**src/rtl/lcd_result_writer.sv**
```systemverilog
// Converts a signed 16-bit result (or an error flag) into one right-aligned 16-character
// LCD line and streams it, preceded by a cursor-address command, into the driver write FIFO.
module lcd_result_writer #(
  parameter int GAP_CYCLES = 2000
) (
  input  logic        clk,
  input  logic        RST,
  input  logic        START,
  input  logic [15:0] VALUE,
  input  logic        LINE,
  input  logic        ERR,
  output logic        WR_EN,
  output logic [8:0]  DATA_OUT,
  output logic        BUSY,
  output logic        DONE
);

  localparam logic [15:0] GAP = 16'(GAP_CYCLES);

  typedef enum logic [2:0] {IDLE, ABS, CONV, CMD, PAD, SIGN, DIGIT, FIN} state_t;

  state_t          state_q, state_d;
  logic            line_q, line_d;
  logic            err_q, err_d;
  logic            neg_q, neg_d;
  logic [15:0]     rem_q, rem_d;
  logic [3:0]      cur_q, cur_d;
  logic [2:0]      pidx_q, pidx_d;
  logic            started_q, started_d;
  logic [2:0]      first_q, first_d;
  logic [4:0][3:0] digits_q, digits_d;
  logic [3:0]      pad_q, pad_d;
  logic [2:0]      didx_q, didx_d;
  logic [15:0]     gap_q, gap_d;
  logic            wr_q, wr_d;
  logic [8:0]      data_q, data_d;
  logic            busy_q, busy_d;
  logic            done_q, done_d;

  function automatic logic [15:0] placeVal(input logic [2:0] idx);
    case (idx)
      3'd0:    placeVal = 16'd10000;
      3'd1:    placeVal = 16'd1000;
      3'd2:    placeVal = 16'd100;
      3'd3:    placeVal = 16'd10;
      default: placeVal = 16'd1;
    endcase
  endfunction

  function automatic logic [7:0] errChar(input logic [2:0] idx);
    case (idx)
      3'd0:    errChar = 8'h45;
      3'd3:    errChar = 8'h4F;
      default: errChar = 8'h52;
    endcase
  endfunction

  always_ff @(posedge clk) begin
    if (RST) begin
      state_q   <= IDLE;
      line_q    <= 1'b0;
      err_q     <= 1'b0;
      neg_q     <= 1'b0;
      rem_q     <= 16'd0;
      cur_q     <= 4'd0;
      pidx_q    <= 3'd0;
      started_q <= 1'b0;
      first_q   <= 3'd0;
      digits_q  <= '0;
      pad_q     <= 4'd0;
      didx_q    <= 3'd0;
      gap_q     <= 16'd0;
      wr_q      <= 1'b0;
      data_q    <= 9'h000;
      busy_q    <= 1'b0;
      done_q    <= 1'b0;
    end else begin
      state_q   <= state_d;
      line_q    <= line_d;
      err_q     <= err_d;
      neg_q     <= neg_d;
      rem_q     <= rem_d;
      cur_q     <= cur_d;
      pidx_q    <= pidx_d;
      started_q <= started_d;
      first_q   <= first_d;
      digits_q  <= digits_d;
      pad_q     <= pad_d;
      didx_q    <= didx_d;
      gap_q     <= gap_d;
      wr_q      <= wr_d;
      data_q    <= data_d;
      busy_q    <= busy_d;
      done_q    <= done_d;
    end
  end

  // Every write state waits for gap_q to drain, then issues one strobe and reloads the gap.
  // first_q is the index of the leading significant digit; ERR mode forces it to 0 so the
  // same padding arithmetic yields 11 spaces before the five-letter error text.
  always_comb begin
    state_d   = state_q;
    line_d    = line_q;
    err_d     = err_q;
    neg_d     = neg_q;
    rem_d     = rem_q;
    cur_d     = cur_q;
    pidx_d    = pidx_q;
    started_d = started_q;
    first_d   = first_q;
    digits_d  = digits_q;
    pad_d     = pad_q;
    didx_d    = didx_q;
    gap_d     = gap_q;
    wr_d      = 1'b0;
    data_d    = data_q;
    busy_d    = busy_q;
    done_d    = 1'b0;

    case (state_q)
      IDLE: begin
        if (START) begin
          line_d    = LINE;
          err_d     = ERR;
          rem_d     = VALUE;
          neg_d     = 1'b0;
          cur_d     = 4'd0;
          pidx_d    = 3'd0;
          started_d = 1'b0;
          first_d   = 3'd0;
          didx_d    = 3'd0;
          gap_d     = 16'd0;
          busy_d    = 1'b1;
          state_d   = ERR ? CMD : ABS;
        end
      end
      ABS: begin
        neg_d   = rem_q[15];
        rem_d   = rem_q[15] ? (16'd0 - rem_q) : rem_q;
        state_d = CONV;
      end
      CONV: begin
        if (rem_q >= placeVal(pidx_q)) begin
          rem_d = rem_q - placeVal(pidx_q);
          cur_d = cur_q + 4'd1;
        end else begin
          digits_d[pidx_q] = cur_q;
          cur_d            = 4'd0;
          if (!started_q && (cur_q != 4'd0 || pidx_q == 3'd4)) begin
            started_d = 1'b1;
            first_d   = pidx_q;
          end
          if (pidx_q == 3'd4) state_d = CMD;
          else                pidx_d  = pidx_q + 3'd1;
        end
      end
      CMD: begin
        if (gap_q != 16'd0) gap_d = gap_q - 16'd1;
        else begin
          wr_d    = 1'b1;
          data_d  = {1'b0, line_q ? 8'hC0 : 8'h80};
          gap_d   = GAP;
          pad_d   = 4'd11 + {1'b0, first_q} - {3'b000, neg_q};
          state_d = PAD;
        end
      end
      PAD: begin
        if (gap_q != 16'd0) gap_d = gap_q - 16'd1;
        else begin
          wr_d   = 1'b1;
          data_d = 9'h120;
          gap_d  = GAP;
          pad_d  = pad_q - 4'd1;
          if (pad_q == 4'd1) begin
            didx_d  = first_q;
            state_d = neg_q ? SIGN : DIGIT;
          end
        end
      end
      SIGN: begin
        if (gap_q != 16'd0) gap_d = gap_q - 16'd1;
        else begin
          wr_d    = 1'b1;
          data_d  = 9'h12D;
          gap_d   = GAP;
          state_d = DIGIT;
        end
      end
      DIGIT: begin
        if (gap_q != 16'd0) gap_d = gap_q - 16'd1;
        else begin
          wr_d   = 1'b1;
          data_d = err_q ? {1'b1, errChar(didx_q)} : {1'b1, 4'h3, digits_q[didx_q]};
          gap_d  = GAP;
          if (didx_q == 3'd4) state_d = FIN;
          else                didx_d  = didx_q + 3'd1;
        end
      end
      FIN: begin
        if (gap_q != 16'd0) gap_d = gap_q - 16'd1;
        else begin
          done_d  = 1'b1;
          busy_d  = 1'b0;
          state_d = IDLE;
        end
      end
      default: state_d = IDLE;
    endcase
  end

  assign WR_EN    = wr_q;
  assign DATA_OUT = data_q;
  assign BUSY     = busy_q;
  assign DONE     = done_q;

endmodule

```
**config.mk**
```make
export PLATFORM = sky130hd
export DESIGN_NAME = lcd_result_writer
export DESIGN_NICKNAME = d
export VERILOG_FILES = /design/src/rtl/lcd_result_writer.sv
export SDC_FILE = /design/constraint.sdc
export NUM_CORES = 1
export LEC_CHECK = 0
export ABC_CLOCK_PERIOD_IN_PS = 3100
export CAP_MARGIN = 20
export CORE_MARGIN = 2
export CORE_UTILIZATION = 40
export CTS_CLUSTER_DIAMETER = 100
export DETAILED_ROUTE_END_ITERATION = 12
export GPL_TIMING_DRIVEN = 0
export PLACE_DENSITY = 0.56
export RECOVER_POWER = 100
export SLEW_MARGIN = 5
export SYNTH_ARGS = -nofsm -noshare
export SYNTH_HDL_FRONTEND = slang
export SYNTH_SLANG_ARGS = --single-unit
export TNS_END_PERCENT = 20
```
**constraint.sdc**
```tcl
create_clock -name clk -period 3.1 [get_ports clk]
set_input_delay 0.465 -clock clk [delete_from_list [all_inputs] [get_ports clk]]
set_output_delay 0.465 -clock clk [all_outputs]
set_load 0.02 [all_outputs]
```
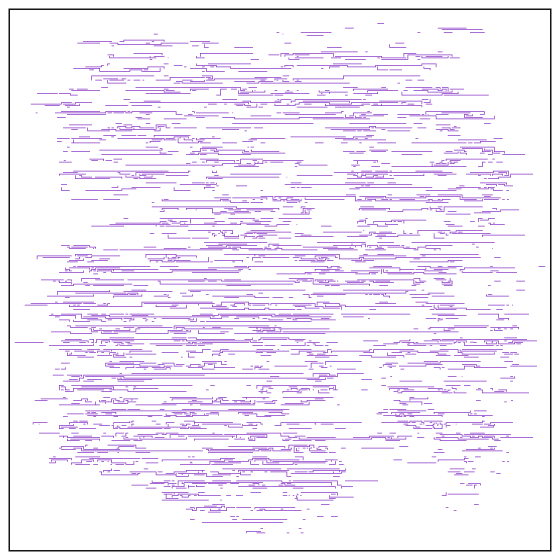
Run 1: M1 wires
wire length on this layer: 7,910 um
main direction: horizontal

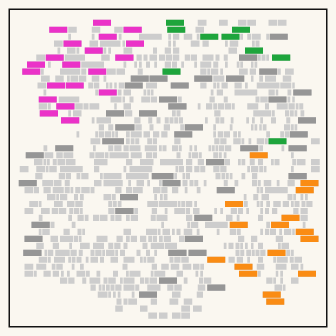
Run 1: register map, names as in the netlist
| colour | signal | placed flops |
|---|---|---|
| orange | `gap_q` | 16 |
| magenta | `digits_q` | 20 |
| green | `DATA_OUT` | 9 |
not coloured: 43

==> results.toml, run 1 <==
# physical design summary
[clock_tree]
cts_sinks = 88
cts_buffers = 9
hold_buffers = 0
cts_root_buffer = "clkbuf_16"
cts_tree = "built"
htree_levels = 3
cts.repair.resized = 33

[finish]
syn_to_final_growth_pct = 17.3
inv_count = 34
largest_class = "multi-input combinational cells"
num-fill-cells = 1395
flop_area_um2 = 1770
n_all_buffers = 74
max_flop_register = "digits_q"
lay_top_count = "dfxtp_1"
buffer_area_share_pct = 8.09
num-clock-buffers = 11
largest_reg_flops = 20
top_regs = "digits_q: 20 flops, gap_q: 16 flops, rem_q: 16 flops"
layout_top_cells = "dfxtp_1, nor2_1, nand2_1, a21oi_1, o21ai_0"
comb-cell-share_pct = 56.1
final_nets = 805
drive_above_1_share_pct = 10.0

[job]
warnings = 34

[pwr]
power-top-group = "combinational logic"
power_density_nw_per_um2 = 1030
p_int_w = 0.00351
p_comb_share_pct = 60.5
switching_share_pct = 48.8
power_leakage_nw = 2.45

[global_routing]
met2_usage_pct = 38.5
use_met1_pct = 30.8
grt_max_degree = 15
grt_usage_pct = 23.4
grt_pass1_wl_mm = 27.6
grt_most_used_layer = "met2"

[min_path]
hold_path_class = "reg -> reg"
holdPathEnd = "digits_q[3]"
hold_depth = 2

[status]
status = "finished clean"

[setup_path]
slowest_delay_ns = 0.43
path_max_fanout = 10
crit_family = "AND-OR/OR-AND gates"
path_depth = 13
rr_worst_depth = 13
critical_path_class = "reg -> reg"
worstSetupEndpointType = "register"
start_kind = "register"
reg2reg_slack_ns = 0.09
critPathArrivalTime_ns = 3.26
path_common_cell = "inv_1"
crit_chain = "inv_1 -> buf_4 -> ha_2 -> nand2_1 -> inv_1 -> fa_1 -> nand2b_4 -> a21o_4 -> a211oi_4 -> o31a_2 -> buf_8 -> o211ai_1 -> a31o_2"

[final_timing]
finalSetupViolCount = 0
worstMarginPinSlew_ns = 0.984
whs_ns = 0.458
fin_crit_ns = 3.01
setup_ws_ns = 0.0863
slew_violations = 0

[placement]
gp_congestion = 0.945
port_buffers = 32
dpl-instance-area_um2 = 6240
place_ws_ns = -0.713

[synthesis]
synth_seq_share_pct = 30.9
postSynthCellCount = 708
yosysTopAreaCell = "dfxtp_1"
ys_sh_simple_pct = 22.4
synthFlopType = "dfxtp_1"
synth_area_per_cell_um2 = 8.04
synth_stat.cells = 708
most_common_cell = "dfxtp_1"
mux_share_pct = 5.30
logic_family = "AND-OR/OR-AND gates"
netlist_top_cells_count = "dfxtp_1, nor2_1, nand2_1"
ys_ff = 88

[route]
wire_per_inst_um = 18.6
avgViaCountPerCell = 5.98
routed_wl_mm = 17.5
ant_nets = 0

[floorplanning]
initCoreUtil_pct = 41.0
core_um2 = 13900
die_area_um2 = 15200
die_y_um = 123
dieWidth_um = 123
n_tap_cell = 180
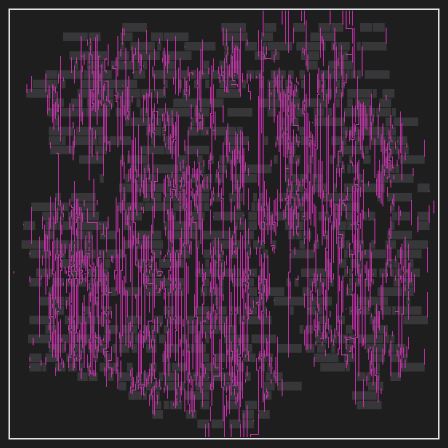
Run 1: signal wires on met2
Cells faint in the background.
main direction: vertical
wire length on this layer: 8,210 um
share of all routed wire: 47%

Run 1, cell density map:
The die is cut into 12 by 12 equal tiles; white is low, dark blue is high, 0 to 100% covered.
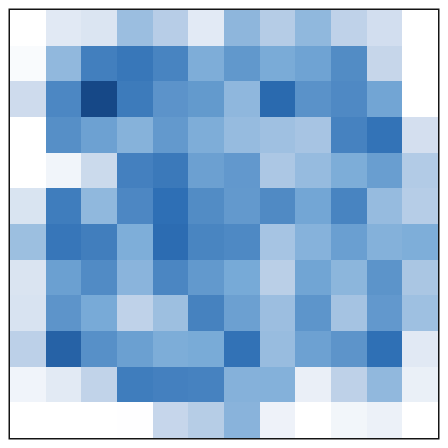

==> run 1 -> run 2 <==
Settings changed: PLACE_DENSITY 0.56 to unset, PLACE_DENSITY_LB_ADDON set to 0.15.
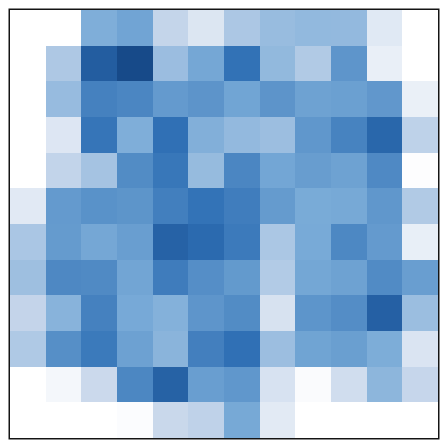
Run 2: cell density map
The die is cut into 12 by 12 equal tiles; white is low, dark blue is high, 0 to 100% covered.
mean over tiles: 43%
densest ninth of the die: centre
nearly empty tiles: 13%
fullest tile: 90%
tiles over 75% full: 4.9%

==> run 2 against run 1 <==
  * Cell area up 1.1%
  * Largest cell class unchanged
  * Clock power increased by about 20%
  * Die area is the same
  * Sequential power about the same
  * Sequential cell count unchanged
  * Register-to-register slack gained 0.04 ns
  * Combinational power about the same
==> results.toml, run 2 <==
# physical design summary
[status]
status = "finished clean"

[route]
wire_per_inst_um = 18.5
ant_nets = 0

[pwr]
power-top-group = "combinational logic"
p_comb_share_pct = 58.8
switching_share_pct = 47.4
p_int_w = 0.00370
power_density_nw_per_um2 = 1040
power_leakage_nw = 2.49

[setup_path]
rr_worst_depth = 12
reg2reg_slack_ns = 0.13
critical_path_class = "reg -> reg"
worstSetupEndpointType = "register"
path_max_fanout = 10
path_depth = 12

[synthesis]
most_common_cell = "dfxtp_1"
synth_stat.cells = 708
netlist_top_cells_count = "dfxtp_1, nor2_1, nand2_1"
ys_ff = 88
synthFlopType = "dfxtp_1"

[min_path]
hold_path_class = "reg -> reg"
hold_depth = 2
holdPathEnd = "digits_q[18]"

[finish]
syn_to_final_growth_pct = 18.6
comb-cell-share_pct = 55.5
largest_class = "multi-input combinational cells"
largest_reg_flops = 20
layout_top_cells = "dfxtp_1, nor2_1, nand2_1, a21oi_1, o21ai_0"
flop_area_um2 = 1770
lay_top_count = "dfxtp_1"
drive_above_1_share_pct = 9.64
num-fill-cells = 1367
max_flop_register = "digits_q"

[floorplanning]
core_um2 = 13900
initCoreUtil_pct = 41.0
n_tap_cell = 180
die_y_um = 123
die_area_um2 = 15200

[placement]
dpl-instance-area_um2 = 6240
port_buffers = 32
place_ws_ns = -0.739

[clock_tree]
htree_levels = 3
cts.repair.resized = 36
hold_buffers = 0
cts_sinks = 88
cts_tree = "built"

[final_timing]
whs_ns = 0.459
fin_crit_ns = 2.97

[global_routing]
use_met1_pct = 30.9
grt_usage_pct = 23.6
Run 2, register map, names as in the netlist:
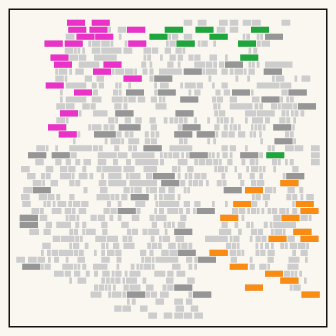

==> run 2 -> run 3 <==
Settings changed: PLACE_DENSITY set to 0.61, PLACE_DENSITY_LB_ADDON 0.15 to unset.
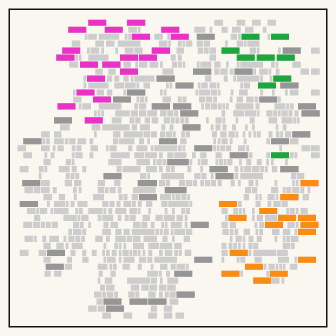
Run 3: register map, names as in the netlist
| colour | signal | placed flops |
|---|---|---|
| magenta | `digits_q` | 20 |
| orange | `gap_q` | 16 |
| green | `DATA_OUT` | 9 |

==> run 3 against run 2 <==
  * Clock power hardly changed
  * Area after synthesis is the same
  * Clock-buffer cell count shrank 1
  * Die area did not move
  * Final cell count increased by 0.64%
  * Utilization is 0.52 points higher
  * Critical path depth up 1
  * Setup slack worse by 0.062 ns
  * Sequential cell count is the same
==> results.toml, run 3 <==
# physical design summary
[finish]
drive_above_1_share_pct = 10.9
syn_to_final_growth_pct = 19.9
comb-cell-share_pct = 55.3
max_flop_register = "digits_q"
largest_reg_flops = 20
largest_class = "multi-input combinational cells"
layout_top_cells = "dfxtp_1, nor2_1, nand2_1, a21oi_1, o21ai_0"
num-fill-cells = 1360
flop_area_um2 = 1770

[clock_tree]
htree_levels = 3
cts_sinks = 88
cts.repair.resized = 30
hold_buffers = 0
clk_pin_slew_ns = 0.07
cts_tree = "built"

[pwr]
switching_share_pct = 47.7
pg_comb_w = 0.00433
power-top-group = "combinational logic"
power_leakage_nw = 2.52
p_comb_share_pct = 60.0
ir_worst_vdd_v = 0.000418
p_int_w = 0.00377
power_density_nw_per_um2 = 1060

[setup_path]
rr_worst_depth = 13
crit_chain = "inv_1 -> buf_4 -> ha_1 -> nand2_1 -> inv_1 -> fa_2 -> nand2b_4 -> a21o_4 -> a211oi_4 -> o31ai_4 -> buf_6 -> a211oi_2 -> o32ai_1"
worstSetupEndpointType = "register"
critical_path_class = "reg -> reg"
path_max_fanout = 10
crit_buf_inv = 4
reg2reg_slack_ns = 0.06
path_depth = 13

[synthesis]
ys_ff = 88
synthFlopType = "dfxtp_1"
synth_stat.cells = 708
netlist_top_cells_count = "dfxtp_1, nor2_1, nand2_1"
most_common_cell = "dfxtp_1"

[floorplanning]
n_tap_cell = 180
core_um2 = 13900
die_y_um = 123
die_area_um2 = 15200
initCoreUtil_pct = 41.0

[route]
ant_nets = 0
wire_per_inst_um = 18.7

[global_routing]
grt_antenna_before_repair = 0
grt_usage_pct = 23.4
use_met1_pct = 30.8

[job]
maxCapViolCount = 0

[min_path]
holdPathEnd = "digits_q[18]"
hold_depth = 2
hold_path_class = "reg -> reg"

[final_timing]
worstMarginPinSlew_ns = 0.889
whs_ns = 0.465
fin_crit_ns = 3.04

[placement]
place_ws_ns = -0.710
dpl-instance-area_um2 = 6250
port_buffers = 32

[status]
status = "finished clean"
Power and IR drop assume default switching activity.
